run_1/final_clocks.png
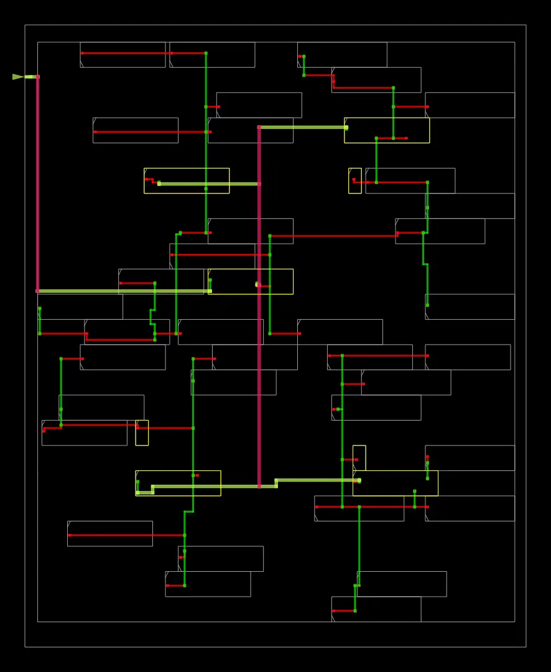
run_1/pdn.png
(6 px per µm) Pins as bars on the die edge. Tap cells in grey.
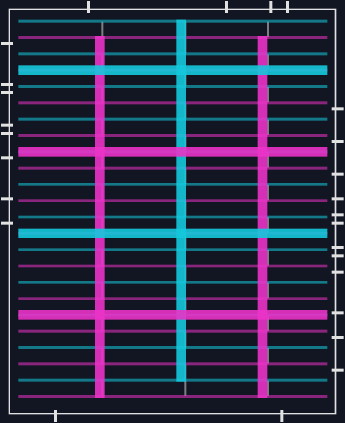
run_1/metal_stack.png
(8 px per µm)
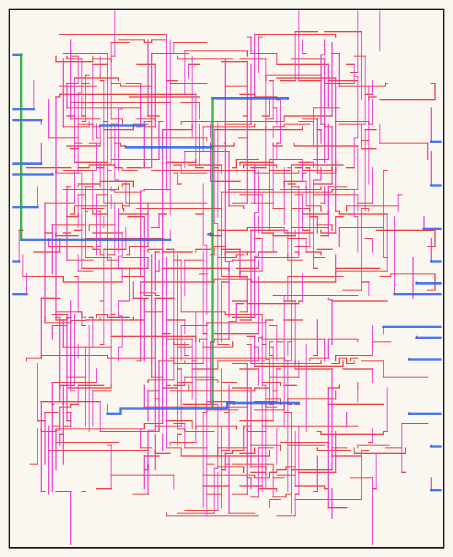
--- src/rtl/seg7_decimal_display.sv ---
// Binary-to-decimal seven-segment driver: sequential double-dabble conversion, one shift per clock.
// Optional LEADING_ZERO_BLANK_EN blanks zero digits above the most significant nonzero digit.
module seg7_decimal_display #(
  parameter int WIDTH  = 6,
  parameter int DIGITS = 2
) (
  input  logic                  clk,
  input  logic                  reset,
  input  logic [WIDTH-1:0]      value,
  input  logic                  start,
  output logic                  busy,
  output logic                  done,
  output logic                  overflow,
  output logic [7*DIGITS-1:0]   hex
);

  localparam int BCD_W = 4 * DIGITS;
  localparam int CNT_W = $clog2(WIDTH + 1);

  typedef enum logic [1:0] {
    IDLE,
    SHIFT,
    LOAD
  } state_t;

  state_t              state;
  state_t              state_next;
  logic [WIDTH-1:0]    bin;
  logic [BCD_W-1:0]    bcd;
  logic [BCD_W-1:0]    bcd_adj;
  logic [CNT_W-1:0]    cnt;
  logic                ovf_sticky;
  logic [7*DIGITS-1:0] hex_next;
`ifdef LEADING_ZERO_BLANK_EN
  logic                seen;
`endif

  function automatic logic [6:0] seg(input logic [3:0] d);
    case (d)
      4'd0:    seg = 7'b1000000;
      4'd1:    seg = 7'b1111001;
      4'd2:    seg = 7'b0100100;
      4'd3:    seg = 7'b0110000;
      4'd4:    seg = 7'b0011001;
      4'd5:    seg = 7'b0010010;
      4'd6:    seg = 7'b0000010;
      4'd7:    seg = 7'b1111000;
      4'd8:    seg = 7'b0000000;
      4'd9:    seg = 7'b0010000;
      default: seg = 7'b1111111;
    endcase
  endfunction

  // NOTE: sequential state uses non-blocking assignments so every register samples pre-edge values.
  always_ff @(posedge clk or negedge reset) begin
    if (!reset) state <= IDLE;
    else        state <= state_next;
  end

  // NOTE: assign a default first in every always_comb so no path leaves a signal unassigned (no latch).
  always_comb begin
    state_next = state;
    case (state)
      IDLE:    if (start) state_next = SHIFT;
      SHIFT:   if (cnt == CNT_W'(WIDTH - 1)) state_next = LOAD;
      LOAD:    state_next = IDLE;
      default: state_next = IDLE;
    endcase
  end

  assign busy = (state != IDLE);

  always_comb begin
    bcd_adj = bcd;
    for (int i = 0; i < DIGITS; i++) begin
      if (bcd[4*i +: 4] >= 4'd5) bcd_adj[4*i +: 4] = bcd[4*i +: 4] + 4'd3;
    end
  end

  // Digit decode from the final BCD value; scanned from the top digit so blanking stops at the first nonzero.
  always_comb begin
    hex_next = '1;
`ifdef LEADING_ZERO_BLANK_EN
    seen = 1'b0;
`endif
    for (int i = DIGITS - 1; i >= 0; i--) begin
      if (ovf_sticky) begin
        hex_next[7*i +: 7] = 7'b0111111;
      end else begin
`ifdef LEADING_ZERO_BLANK_EN
        if (bcd[4*i +: 4] != 4'd0 || i == 0) seen = 1'b1;
        hex_next[7*i +: 7] = seen ? seg(bcd[4*i +: 4]) : 7'b1111111;
`else
        hex_next[7*i +: 7] = seg(bcd[4*i +: 4]);
`endif
      end
    end
  end

  always_ff @(posedge clk or negedge reset) begin
    if (!reset) begin
      bin        <= '0;
      bcd        <= '0;
      cnt        <= '0;
      ovf_sticky <= 1'b0;
      hex        <= '1;
      overflow   <= 1'b0;
      done       <= 1'b0;
    end else begin
      done <= (state == LOAD);
      case (state)
        IDLE: begin
          if (start) begin
            bin        <= value;
            bcd        <= '0;
            cnt        <= '0;
            ovf_sticky <= 1'b0;
          end
        end
        SHIFT: begin
          // A one leaving the top digit means the value needs more digits than are available.
          {bcd, bin} <= {bcd_adj[BCD_W-2:0], bin, 1'b0};
          ovf_sticky <= ovf_sticky | bcd_adj[BCD_W-1];
          cnt        <= cnt + CNT_W'(1);
        end
        LOAD: begin
          hex      <= hex_next;
          overflow <= ovf_sticky;
        end
        default: ;
      endcase
    end
  end

endmodule

--- config.mk ---
export PLATFORM = sky130hd
export DESIGN_NAME = seg7_decimal_display
export DESIGN_NICKNAME = d
export VERILOG_FILES = /design/src/rtl/seg7_decimal_display.sv
export SDC_FILE = /design/constraint.sdc
export NUM_CORES = 1
export LEC_CHECK = 0
export CAP_MARGIN = 20
export CORE_ASPECT_RATIO = 1.25
export CORE_UTILIZATION = 59
export CTS_BUF_LIST = sky130_fd_sc_hd__clkbuf_16
export CTS_CLUSTER_SIZE = 25
export DETAILED_ROUTE_END_ITERATION = 6
export PLACE_DENSITY = 0.84
export SYNTH_ARGS = -nofsm -noshare
export SYNTH_HDL_FRONTEND = slang
export SYNTH_SLANG_ARGS = --single-unit
--- constraint.sdc ---
create_clock -name clk -period 3.2 [get_ports clk]
set_input_delay 0.8 -clock clk [delete_from_list [all_inputs] [get_ports clk]]
set_output_delay 0.8 -clock clk [all_outputs]
set_load 0.005 [all_outputs]
==> notes.md, run 1 <==
run results: Reg-to-Reg End=overflow, layout filler cell count=roughly 240, total gr overflow=0, setup TNS=0 ps, Top cells by area=dfrtp_1 (27%), dfstp_2 (18%), ha_1 (8.7%), Max Freq=roughly 420 MHz, ys async rst share=100%, Worst R2R Setup Slack=between 1000 and 1500 ps, CP arrival=1600 ps, ant diodes=0, Post-DRT Antenna Nets=0, routing usage on met2=between 40% and 50%, # Cells Yosys=206, number of global-route vias before repair=approximately 1500, worst endpoint required time=~2400 ps, post-CTS sizing=0, Clock Tree Root=clkbuf_16, status=finished, final reports clean, most common cell in the synthesized netlist=a21oi_1, row count=23, area delta synth->final=19.1%, RR Startpoint=state[1], GRT met3 Usage=under 10%, drt via density=about 5.6, Skew-Pair Late Insertion Delay=around 280 ps, Util after Layout=74.0%, Hold Buf Count CTS=0, hold_sp=hex[13], Starting DRT DRC Count=29, grt peak-use layer=met2, crit path time final=between 2000 and 2500 ps, Hold/Removal Path Class=register to register, clock-pin slew on the worst setup and hold paths=approximately 50 ps, Synth Instances=206, first-pass GRT wire length=between 6000 and 7000 µm, dominant register cell=dfrtp_1, CP startpoint kind=register, FP Util=roughly 62%, Setup crit end=busy, Met1 Wirelength=1650 µm, crit path launch=state[0], GR met1 Demand/Resource=28.7%, CTS HTree Levels=2, Final GP Congestion=roughly 0.85, Mapped Avg Cell Area=between 9 and 10 µm²
## Picture notes: final_clocks.png
CTS Sinks: 36
clock skew: 5.72 ps
total CTS buffers: 5
Clk. pwr: 0.450 mW

## Picture notes: pdn.png
- cyan: VDD
- magenta: VSS
- signal pins: 26
- rows: 23
Die H: 67.1 µm
die span in x: 54.1 µm
core box area: 0.00322 mm²
Max IR drop VDD: 0.774 mV

## Picture notes: metal_stack.png
- blue: met3 (wire length 125 µm)
- magenta: met2 (wire length 2040 µm)
- green: met4 (wire length 61.9 µm)
- red: met1 (wire length 1650 µm)
routed wire length: 3880 µm
vias after detailed routing: 1510
gr usage total: 24.8%

run 1: kinds of logic (layout without fill, tap and decap cells):
family          count (synthesis)  in the layout  share of synthesized area, %
xor+xnor                        3              3                          1.31
simple gates                   59             59                          15.2
flops                          36             36                          45.8
buf+inv                        20             45                          5.37
compound gates                 70             70                          21.4
mux                             4              4                          2.19
fa+ha+maj                      14             14                          8.74
run 1: placed cells by master, fill, tap and decap left out, types with 2 or more instances in the layout:
cell type and n:
dfrtp_1 22, o21bai_1 2, clkbuf_16 5, a22oi_1 6, a21oi_1 24, clkdlybuf4s50_1 25, o21ai_0 21, nand2b_1 2
ha_1 14, nor2_1 19, inv_1 10, buf_4 3, o21ai_1 2, o22a_1 5, mux2_2 3, nand2_1 16
dfstp_2 14, nor2b_1 9, a211oi_1 2, xnor2_1 3, nand3_1 2, a22o_1 2
run 1: sequential cells by signal, summed over array words and instances, names as in the netlist:
register	count
bcd	8
bin	6
cnt	3
done	1
ovf_sticky	1
hex	14
overflow	1
state	2
run 1: metrics by stage:
stage                     hold slack, ps  area [µm²]  std cells  setup WS, ps
after global routing                 495        2380        268           733
after detailed placement             462        2250        260           998
after global placement               458        2250        260          1080
after CTS                            471        2380        268           787
after floorplan                      457        2000        206          1490
final                                467        2380        268           796
run 1: cell type report:
class	count	area [µm²]	area share, %
clock buffers	5	125	5.25
clock inverters	3	11.3	0.472
inverters	9	33.8	1.42
multi-input cells	150	977	41.0
flip-flops and latches	36	918	38.5
well taps	37	46.3	1.94
repair buffers	28	273	11.4
run 1: worst max-delay path: stages, from the launching register on:
cell	delay, ps
dfrtp_1	530
or2_2	360
clkdlybuf4s50_1	440
run 1: power by group:
part	internal [mW]	switching, mW	total, mW
logic	0.587	0.494	1.08
registers	0.720	0.259	0.980
clock network	0.280	0.170	0.450
==> run 2, diff against run 1 <==
Settings changed: CORE_UTILIZATION 59 to 55, PLACE_DENSITY 0.84 to 0.8.
Clock period 3.2 ns to 2.3 ns, I/O delays scaled along.
==> run 2 against run 1 <==
Against the previous run: synthesized cell count stayed put; non-clock buffer count up 2; count of clock-buffer cells in the layout is the same; core utilization fell by 5.0 points; sequential cell count unchanged.
==> notes.md, run 2 <==
run results: status=finished, final reports clean, Max Freq=~500 MHz, CP arrival=1410 ps (-190 ps), Post-Layout Cell Count=272 (+1.5%), Seq. cell area=918 µm² (unchanged), xor/xnor share=1.31% (unchanged), Largest Register=hex, layout filler cell count=301 (+24%), Top cells excl fill/tap=clkdlybuf4s50_1 (25), a21oi_1 (24), dfrtp_1 (22), o21ai_0 (21), nor2_1 (19), Synth top area share=27.5%, worst endpoint required time=1730 ps (-670 ps), CTS HTree Levels=2 (unchanged), Post-Synth AOI/OAI Area=21.4% (unchanged), Top logic family=AND-OR/OR-AND gates, Simple Share, Synth=15.2% (unchanged), post-route cell area=0.00240 mm² (+0.73%), vias after detailed routing=1528 (+1.2%), dominant logic cell type in the layout=clkdlybuf4s50_1, area delta synth->final=19.9%, total gr overflow=0 (unchanged), hold_sp=hex[13], CTS Sinks=36 (unchanged), Hold Buf Count CTS=0 (unchanged), number of global-route vias before repair=1493 (+1.2%), Post-DRT Antenna Nets=0 (unchanged), drt via density=5.62 (-0.30%), Starting DRT DRC Count=42 (+45%), max FFs per register=14 (unchanged), setup TNS=0 ps (unchanged), CP delay by family, top=buffers and inverters, Clock Tree Root=clkbuf_16, row count=24 (+4.3%), Largest regs=hex (14), bcd (8), bin (6), area reported by Yosys stat=between 0.002 and 0.0025 mm², ys async rst share=100% (unchanged), Synth Instances=206 (unchanged), crit path launch=state[0], total CTS buffers=5 (unchanged), routed wire length=3750 µm (-3.4%), clock-pin slew on the worst setup and hold paths=50 ps (about the same), dominant register cell=dfrtp_1, combinational gate area=977 µm² (unchanged), Mapped Avg Cell Area=9.72 µm² (unchanged), crit path time final=1980 ps, Slowest Stage Delay on Critical Path=460 ps (-70 ps), Slowest cell on crit path=clkdlybuf4s50_1, most common cell in the synthesized netlist=a21oi_1, post-CTS sizing=0 (unchanged), Hold/Removal Path Class=register to register, Worst R2R Setup Slack=590 ps (-890 ps), CP startpoint kind=register, dpl cells=264 (+1.5%), RR Startpoint=bcd[4], placed inst area=0.00227 mm² (+0.78%), # Cells Yosys=206 (unchanged), Reg-to-Reg End=bcd[7], crit-path cells=or2_2, clkdlybuf4s50_1, ant diodes=0 (unchanged), Final GP Congestion=0.823 (-3.5%), mux frac, synth=2.19% (unchanged), adder share=8.74% (unchanged)
==> run 2: cell count changes in the layout (fill, tap and decap cells not counted), sizes merged <==
cell    delta
buf        +2
clkinv     +1
inv        -1
==> run 2: kinds of logic after synthesis <==
| kind of cell | after synthesis |
|---|---|
| AOI/OAI and AO/OA | 70 |
| adders and majority gates | 14 |
| DFF | 36 |
| muxes | 4 |
| buffers and inverters | 20 |
| xor gates and xnor gates | 3 |
| and+or+nand+nor | 59 |
==> run 2: final cells by class <==
cell class | count | area share (%)
clock inverters | 3 | 0.469
inverters | 9 | 1.41
repair buffers | 30 | 12.0
well taps | 39 | 2.03
multi-input cells | 150 | 40.7
clock buffers | 5 | 5.21
flip-flops and latches | 36 | 38.2
==> run 2: how the worst max path moves through the flow <==
stage | end | slack, ps | cells after the start
4_1_cts | busy | 300 | 2
3_5_place_dp | bcd[2] | 240 | 4
3_3_place_gp | bcd[2] | 270 | 4
2_1_floorplan | bcd[7] | 770 | 6
5_1_grt | busy | 270 | 2
6_report | busy | 320 | 2
==> run 2: stage by stage <==
step | hold slack (ps) | setup WS (ps)
5_1_grt | 505 | 271
4_1_cts | 472 | 301
6_report | 472 | 318
3_3_place_gp | 461 | 271
2_1_floorplan | 279 | 770
3_5_place_dp | 463 | 240
==> run 2: power breakdown <==
group / switching (mW) / leakage [nW] / internal (mW)
clock: 0.234 / 0.0701 / 0.389
combinational: 0.714 / 0.519 / 0.822
sequential: 0.314 / 0.425 / 1.00
==> run 2: metal layers <==
| metal | vias up | track usage [%] | share of wire, % |
|---|---|---|---|
| met5 | - | 0 | 0 |
| met4 | 0 | 7.32 | 1.6 |
| met3 | 7 | 4.48 | 3.0 |
| met2 | 33 | 37.0 | 50 |
| met1 | 723 | 27.5 | 45 |
| li1 | 765 | - | - |
run_2/pdn.png
(6 px per µm) Pins as bars on the die edge. Tap cells in grey.
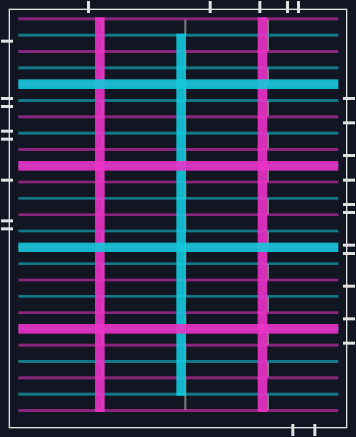
- cyan: VDD
- magenta: VSS
- rows: 24
- met4 straps: 3
- tap cells: 39
- signal pins: 26
- met1 rails: 25
Die H: 69.5 µm
core box area: 0.00348 mm²
die span in x: 56.0 µm
Max IR drop VDD: 1.04 mV

run_2/density.png
(6 px per µm) The die is cut into 6 by 7 equal tiles; white is low, dark blue is high, 0 to 100% covered.
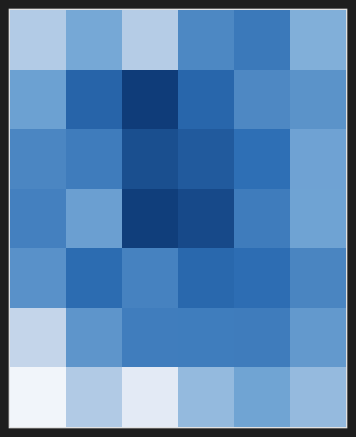
- emptiest ninth of the die: bottom left
- fullest tile: 95%
- densest ninth of the die: middle
FP Util: 57.5%
Util after Layout: 69.0%

run_2/final_clocks.png
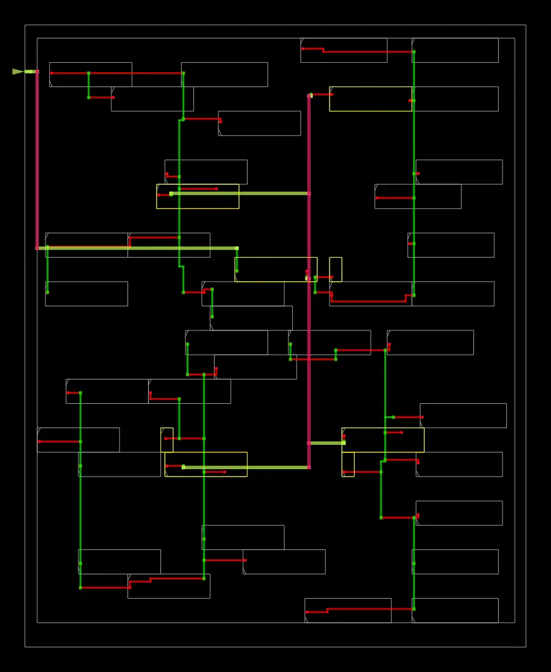
clock buffers: 5
Skew-Pair Late Insertion Delay: 280 ps
Clk. pwr: 0.623 mW
clock skew: 5.88 ps

==> run 3, diff against run 2 <==
Settings changed: HOLD_SLACK_MARGIN set to 0.15, SKIP_CTS_REPAIR_TIMING set to 1.
==> run 3 against run 2 <==
Against the previous run: critical path depth unchanged; die area unchanged; global-route usage did not move; setup slack unchanged; largest cell class unchanged; count of clock-buffer cells in the layout stayed put; clock skew did not move; cell count unchanged; area after synthesis stayed put; worst hold slack unchanged.
==> notes.md, run 3 <==
run results: status=finished, final reports clean, Clk. pwr=0.623 mW (about the same), Hold/Removal Path Class=register to register, row count=24 (unchanged), drt via density=5.62 (unchanged), comb pwr=1.54 mW (about the same), chip area=slightly below 0.004 mm², crit path time final=1980 ps (unchanged), Synth top area share=27.5% (unchanged), Synth Instances=206 (unchanged), number of global-route vias before repair=1493 (unchanged), Starting DRT DRC Count=42 (unchanged), post-route cell area=0.00240 mm² (unchanged), die span in x=56.0 µm (unchanged), Clock power frac=17.9% (about the same), dominant register cell=dfrtp_1, headroom to the max-slew limit=43.6%, CTS HTree Levels=2 (unchanged), Slowest Stage Delay on Critical Path=460 ps (about the same), Die H=69.5 µm (unchanged), Final GP Congestion=0.823 (unchanged), worst endpoint required time=1730 ps (about the same), ys async rst share=100% (unchanged), crit-path cells=or2_2, clkdlybuf4s50_1, FP Util=57.5% (unchanged), Biggest consumer=combinational logic, # Cells Yosys=206 (unchanged), clock-pin slew on the worst setup and hold paths=50 ps (about the same), pin count of the biggest net entering global routing=37, total CTS buffers=5 (unchanged), setup TNS=0 ps (unchanged), Ports=26, Tcrit/Tclk final=between 80% and 90%, max_cap viols=0, Final Hold Slack=472 ps (unchanged), CTS Sinks=36 (unchanged), Skew-Pair Late Insertion Delay=280 ps (about the same), CP startpoint kind=register, core box area=0.00348 mm² (unchanged), I/O Buffers=25, switching power=1.26 mW (unchanged), Largest Register=hex, max FFs per register=14 (unchanged), most common cell in the synthesized netlist=a21oi_1, dominant logic cell type in the layout=clkdlybuf4s50_1, DRC=0, area delta synth->final=19.9% (unchanged), Post-DRT Antenna Nets=0 (unchanged), Largest regs=hex (14), bcd (8), bin (6), Reg power frac=37.9% (about the same), placed inst area=0.00227 mm² (unchanged), CP arrival=1410 ps (about the same), Clock Tree Root=clkbuf_16, Max Freq=504 MHz (unchanged), Mapped Avg Cell Area=9.72 µm² (unchanged), area reported by Yosys stat=0.00200 mm² (unchanged), Longest Clk Path Bufs=2, Slowest cell on crit path=clkdlybuf4s50_1, Top cells by area=dfrtp_1 (27%), dfstp_2 (18%), ha_1 (8.7%), layout filler cell count=301 (unchanged), Top cells excl fill/tap=clkdlybuf4s50_1 (25), a21oi_1 (24), dfrtp_1 (22), o21ai_0 (21), nor2_1 (19), Pint=2.21 mW (unchanged), ant diodes=0 (unchanged), clock skew=5.88 ps (unchanged), Max IR drop VDD=1.04 mV (unchanged), Net Sw Frac=36.3% (unchanged)
[run 3: logic make-up (layout without fill, tap and decap cells)]
logic type	count (synthesis)	count (layout)	synth area share (%)
AOI/OAI and AO/OA	70	70	21.4
xor gates and xnor gates	3	3	1.31
and+or+nand+nor	59	59	15.2
muxes	4	4	2.19
buffers and inverters	20	47	5.37
adders and majority gates	14	14	8.74
DFF	36	36	45.8
[run 3: area by class of cell]
type / instances / area, µm² / area share [%]
clock buffers: 5 / 125 / 5.21
repair buffers: 30 / 288 / 12.0
flip-flops and latches: 36 / 918 / 38.2
multi-input cells: 150 / 977 / 40.7
inverters: 9 / 33.8 / 1.41
clock inverters: 3 / 11.3 / 0.469
well taps: 39 / 48.8 / 2.03
[run 3: metrics by stage]
step	power, mW	utilization (%)	instances	worst slack [ps]
after global routing	3.78	69.0	272	271
after detailed placement	2.86	65.1	264	240
after floorplan	2.36	-	206	770
final	3.47	69.0	272	318
after global placement	2.79	65.1	264	271
after CTS	3.51	69.0	272	301
[run 3: worst max-delay path: cells and delay by family (launching register included)]
kind,cells,cell delay [ps]
DFF,1,380
buffers and inverters,1,460
and+or+nand+nor,1,290
[run 3: worst paths after layout]
kind | start | end | slack, ps | cells past startpoint
min in group asynchronous | reset | bcd[2] | 730 | 2
min | hex[13] | hex[13] | 470 | 2
max in group asynchronous | reset | hex[6] | 1240 | 2
max | state[0] | busy | 320 | 2
max reg2reg | bcd[4] | bcd[7] | 590 | 6
min reg2reg | hex[13] | hex[13] | 470 | 2
[run 3: metal layers]
| metal | vias to the layer above | track usage (%) | routed length, µm |
|---|---|---|---|
| met3 | 7 | 4.48 | 113 |
| met1 | 723 | 27.5 | 1700 |
| li1 | 765 | - | - |
| met4 | 0 | 7.32 | 61 |
| met5 | - | 0 | 0 |
| met2 | 33 | 37.0 | 1870 |
run_3/registers.png
(6 px per µm) Other sequential cells in the stronger grey, the rest of the logic in the fainter grey.
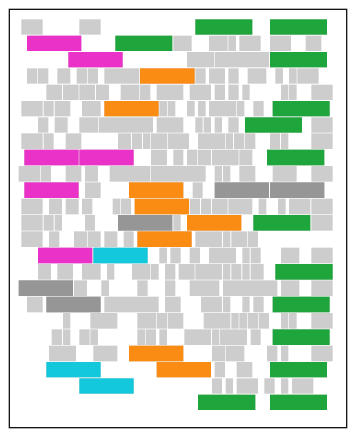
- magenta: bin (placed flops 6)
- green: hex (placed flops 14)
- orange: bcd (placed flops 8)
- cyan: cnt (placed flops 3)
- not coloured: 5
Seq. cell area: 918 µm²
Seq. pwr: 1.32 mW
flop share of the area: 38.2%

run_3/pdn.png
(6 px per µm) Pins as bars on the die edge. Tap cells in grey.
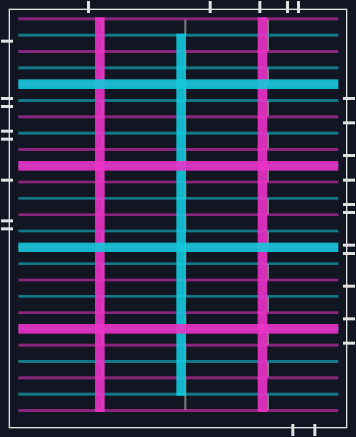
- magenta: VSS
- cyan: VDD
- rows: 24
- tap cells: 39
- met4 straps: 3
- met5 straps: 4

run_3/metal_stack.png
(6 px per µm)
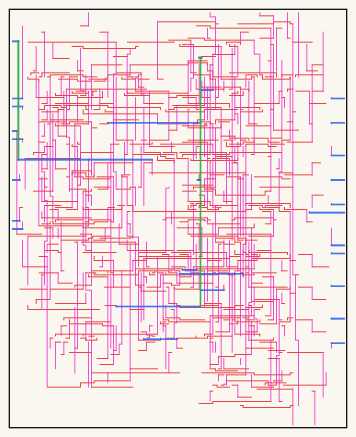
- red: met1 (wire length 1700 µm)
- magenta: met2 (wire length 1870 µm)
- green: met4 (wire length 61.2 µm)
- blue: met3 (wire length 113 µm)
vias after detailed routing: 1528
routed wire length: 3750 µm
per-cell routed wire length: 13.8 µm

No activity file was given, so power comes from the tool's default toggle rates.
